$ cat src/rtl/ram_s2_s16_fifo_ctrl.sv
// ram_s2_s16_fifo_ctrl
//   FIFO controller in front of a dual-width RAM. Port A is 2 bits wide and
//   takes one symbol per write. Port B is 16 bits wide and returns one packed
//   word per read. Symbol k (0..7) of word w is stored at A-address 8w+k, so it
//   appears on RD_DATA[2k+1:2k].
//
// Ports
//   CLK, RST                     clock, synchronous active-high reset
//   WR_VALID/WR_DATA/WR_READY    2-bit symbol push handshake
//   RD_VALID/RD_DATA/RD_READY    16-bit word pop handshake (RD_DATA = RAM_DOB)
//   RAM_ADDRA/DIA/ENA/WEA        RAM 2-bit write port
//   RAM_ADDRB/ENB/WEB/RSTB/DOB   RAM 16-bit read port (1-cycle registered read)
//   WORD_COUNT, PARTIAL          completed words held / symbols in the open word
//   FULL, EMPTY, ALMOST_FULL     registered status flags
//
// Read FSM
//   state   | meaning
//   IDLE    | no word fetched; issues a read when a completed word exists
//   FETCH   | read issued last cycle, RAM_DOB valid from the next edge
//   PRESENT | RD_VALID=1, RAM_DOB held (RAM_ENB=0) until popped
module ram_s2_s16_fifo_ctrl #(
   parameter int ALMOST_FULL_WORDS = 248
) (
   input  logic        CLK,
   input  logic        RST,
   input  logic        WR_VALID,
   input  logic [1:0]  WR_DATA,
   output logic        WR_READY,
   output logic        RD_VALID,
   output logic [15:0] RD_DATA,
   input  logic        RD_READY,
   output logic [10:0] RAM_ADDRA,
   output logic [1:0]  RAM_DIA,
   output logic        RAM_ENA,
   output logic        RAM_WEA,
   output logic [7:0]  RAM_ADDRB,
   output logic        RAM_ENB,
   output logic        RAM_WEB,
   output logic        RAM_RSTB,
   input  logic [15:0] RAM_DOB,
   output logic [8:0]  WORD_COUNT,
   output logic [2:0]  PARTIAL,
   output logic        FULL,
   output logic        EMPTY,
   output logic        ALMOST_FULL
);

   typedef enum logic [1:0] {
      ST_IDLE    = 2'd0,
      ST_FETCH   = 2'd1,
      ST_PRESENT = 2'd2
   } state_t;

   localparam logic [9:0] AF_WORDS = 10'(ALMOST_FULL_WORDS);

   state_t      state_q, state_d;
   logic [11:0] wp_q, wp_d;
   logic [8:0]  rp_q, rp_d;
   logic        full_q, full_d;
   logic        empty_q, empty_d;
   logic        af_q, af_d;

   logic        push;
   logic        pop;
   logic        enb;
   logic [8:0]  word_cnt;
   logic [8:0]  word_cnt_d;
   logic [11:0] occ_d;

   always_comb begin
      // Pushes and pops offered while RST is high are not handshaken, so the
      // RAM is never written during reset.
      push     = WR_VALID & ~full_q & ~RST;
      pop      = (state_q == ST_PRESENT) & RD_READY & ~RST;
      word_cnt = wp_q[11:3] - rp_q;

      wp_d    = wp_q + {11'd0, push};
      rp_d    = rp_q + {8'd0, pop};
      state_d = state_q;
      enb     = 1'b0;

      case (state_q)
         ST_IDLE: begin
            if (word_cnt != 9'd0) begin
               state_d = ST_FETCH;
               enb     = 1'b1;
            end
         end
         ST_FETCH: begin
            state_d = ST_PRESENT;
         end
         ST_PRESENT: begin
            if (pop) begin
               // word_cnt still includes the word being popped
               if (word_cnt > 9'd1) begin
                  state_d = ST_FETCH;
                  enb     = 1'b1;
               end else begin
                  state_d = ST_IDLE;
               end
            end
         end
         default: begin
            state_d = ST_IDLE;
         end
      endcase

      if (RST) begin
         wp_d    = 12'd0;
         rp_d    = 9'd0;
         state_d = ST_IDLE;
         enb     = 1'b0;
      end

      // Flags are registered from next-state pointers so they line up with
      // the pointer registers.
      word_cnt_d = wp_d[11:3] - rp_d;
      occ_d      = wp_d - {rp_d, 3'b000};
      full_d     = (occ_d == 12'd2048);
      empty_d    = (word_cnt_d == 9'd0);
      af_d       = ({1'b0, word_cnt_d} >= AF_WORDS);
   end

   always_ff @(posedge CLK) begin
      if (RST) begin
         state_q <= ST_IDLE;
         wp_q    <= 12'd0;
         rp_q    <= 9'd0;
         full_q  <= 1'b0;
         empty_q <= 1'b1;
         af_q    <= 1'b0;
      end else begin
         state_q <= state_d;
         wp_q    <= wp_d;
         rp_q    <= rp_d;
         full_q  <= full_d;
         empty_q <= empty_d;
         af_q    <= af_d;
      end
   end

   assign WR_READY    = ~full_q & ~RST;
   assign RD_VALID    = (state_q == ST_PRESENT) & ~RST;
   assign RD_DATA     = RAM_DOB;
   assign RAM_ADDRA   = wp_q[10:0];
   assign RAM_DIA     = WR_DATA;
   assign RAM_ENA     = push;
   assign RAM_WEA     = push;
   // The read after a pop must target RP+1 in the same cycle, so port B is
   // addressed from the next-state read pointer (equals RP when not popping).
   assign RAM_ADDRB   = rp_d[7:0];
   assign RAM_ENB     = enb;
   assign RAM_WEB     = 1'b0;
   assign RAM_RSTB    = 1'b0;
   assign WORD_COUNT  = word_cnt;
   assign PARTIAL     = wp_q[2:0];
   assign FULL        = full_q;
   assign EMPTY       = empty_q;
   assign ALMOST_FULL = af_q;

endmodule

$ cat config.mk
export PLATFORM = sky130hd
export DESIGN_NAME = ram_s2_s16_fifo_ctrl
export DESIGN_NICKNAME = d
export VERILOG_FILES = /design/src/rtl/ram_s2_s16_fifo_ctrl.sv
export SDC_FILE = /design/constraint.sdc
export NUM_CORES = 1
export LEC_CHECK = 0
export ABC_AREA = 1
export CORE_ASPECT_RATIO = 1.5
export CORE_UTILIZATION = 43
export DETAILED_ROUTE_END_ITERATION = 7
export PLACE_DENSITY = 0.76
export SLEW_MARGIN = 5
export SYNTH_ARGS = -nofsm -noshare
export SYNTH_HDL_FRONTEND = slang
export SYNTH_SLANG_ARGS = --single-unit
$ cat constraint.sdc
create_clock -name CLK -period 4.47 [get_ports CLK]
set_clock_uncertainty 0.15 [all_clocks]
set_input_delay 0.6705 -clock CLK [delete_from_list [all_inputs] [get_ports CLK]]
set_output_delay 0.6705 -clock CLK [all_outputs]
set_load 0.1 [all_outputs]
Routing congestion map:
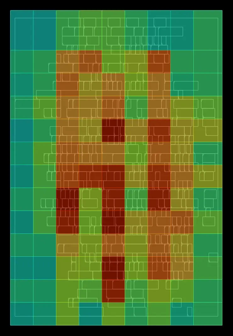
met2 Usage GRT: 0.3440
Wirelength per Cell: 11.29 um
met1 Usage GRT: 0.1796
met3 Use GR: 0.01691
Top Usage Layer GRT: met2

Power grid:
Pins as bars on the die edge. Tap cells in gray.
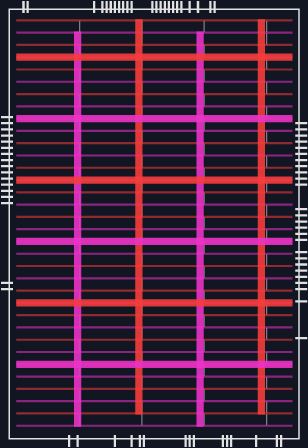
| net | color |
|---|---|
| VDD | red |
| VSS | magenta |
signal pins: 81
met1 rails: 34
tap cells: 70
rows: 33

==> impl_metrics.toml <==
# implementation run metrics
[floorplanning]
ios = 81
well_tap_count = 70
rows = 33

[pwr]
power_leader = "combinational cells"
pg_comb_uw = 355
intPower_uw = 455.1
netSwitchingPower_uw = 355.6
pwr-share-clk = 0.244
seqPwrFrac = 0.318

[cells_and_area]
seq_share = 0.1841
post-route-cell-area_um2 = 2828
layout_top_cell = "nand2_1"
flop_area_um2 = 520.5
lay_top_cells = "nand2_1, inv_1, nor2_1"
nFillCells = 533

[clocking]
cts_resized = 0
cts_hold_buf = 0
clkSlewWorstSetupHoldPaths_ns = 0.10
root_buffer = "clkbuf_8"
post-cts-setup-buffer-count = 0

[critical_path]
cp_num_cells = 21
reg2reg_to = "FULL"
r2r_slack_ns = 1.03
max_stage_delay_ns = 0.49
r2r-start = "FULL"

[flow_run]
maxCapViolations = 0

[hold_path]
min_to = "state_q[1]"
worstHoldPathType = "register to register"

[placement]
gp_congestion = 0.8925

[synthesis]
synth_seq_share = 0.2110
compound_area_frac = 0.07860
ys_types = 39
synth_chip_area_um2 = 2467
async_flop_share = 0
synthTopCellsByArea = "dfxtp_1, buf_4, nand2_1, ha_1, inv_1"
syn_avg_cell_area_um2 = 6.562

[drt]
route.met3.wl_um = 129
avgViaCountPerCell = 4.721
drc = 0

[timing]
fin_crit_ns = 3.986
hold_viol = 0
tns_ns = 0
drv_slew = 0

[outcome]
status = "complete, no violations"

[global_route]
grt_pass1_wl_mm = 8.562
grt_pass1_vias = 2133
track_usage = 0.1783
antenna_found_initial = 0
Placed cells, one color a class:
Bar = 20 um.
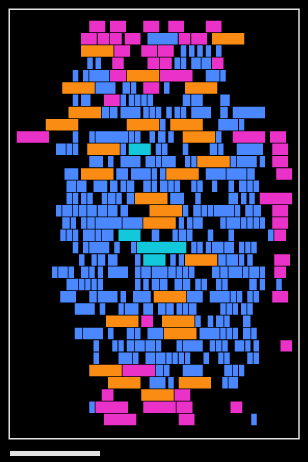
| class | color | cells | share of their area |
|---|---|---|---|
| flops | orange | 26 | 19% |
| other buffers and delay cells | magenta | 46 | 19% |
| combinational and other logic | blue | 305 | 60% |
| clock drivers and dummy loads | cyan | 4 | 2.6% |

Clock network drawn from the DEF:
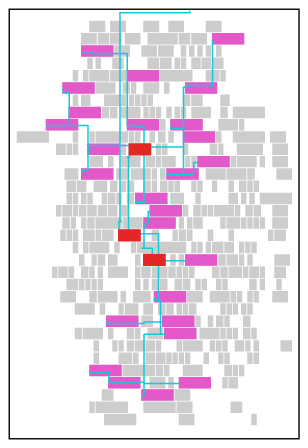
[clock wires] cyan | length: 345 um
[flip-flops] magenta | count: 26
[clock drivers] red | count: 3
routed clock nets: 4

-- sequential cells by signal, summed over array words and instances, names as in the netlist --
| register | count |
|---|---|
| state_q | 2 |
| wp_q | 12 |
| EMPTY | 1 |
| FULL | 1 |
| rp_q | 9 |
| ALMOST_FULL | 1 |
-- cells by family after synthesis --
kind of cell,count (synthesis)
flops,26
xor+xnor,7
fa+ha+maj,22
other cells,1
compound gates,30
buf+inv,113
simple gates,177
-- per-stage QoR --
stage | hold slack, ns | setup WS [ns] | util
5_1_grt | 0.4241 | 0.1126 | 0.5149
3_5_place_dp | 0.3610 | 0.1910 | 0.5019
3_3_place_gp | 0.3472 | 0.2344 | 0.5019
4_1_cts | 0.3786 | 0.4804 | 0.5149
6_report | 0.3780 | 0.4842 | 0.5149
2_1_floorplan | 0.3204 | 0.1275 | -
No activity file was given, so power comes from the tool's default toggle rates.
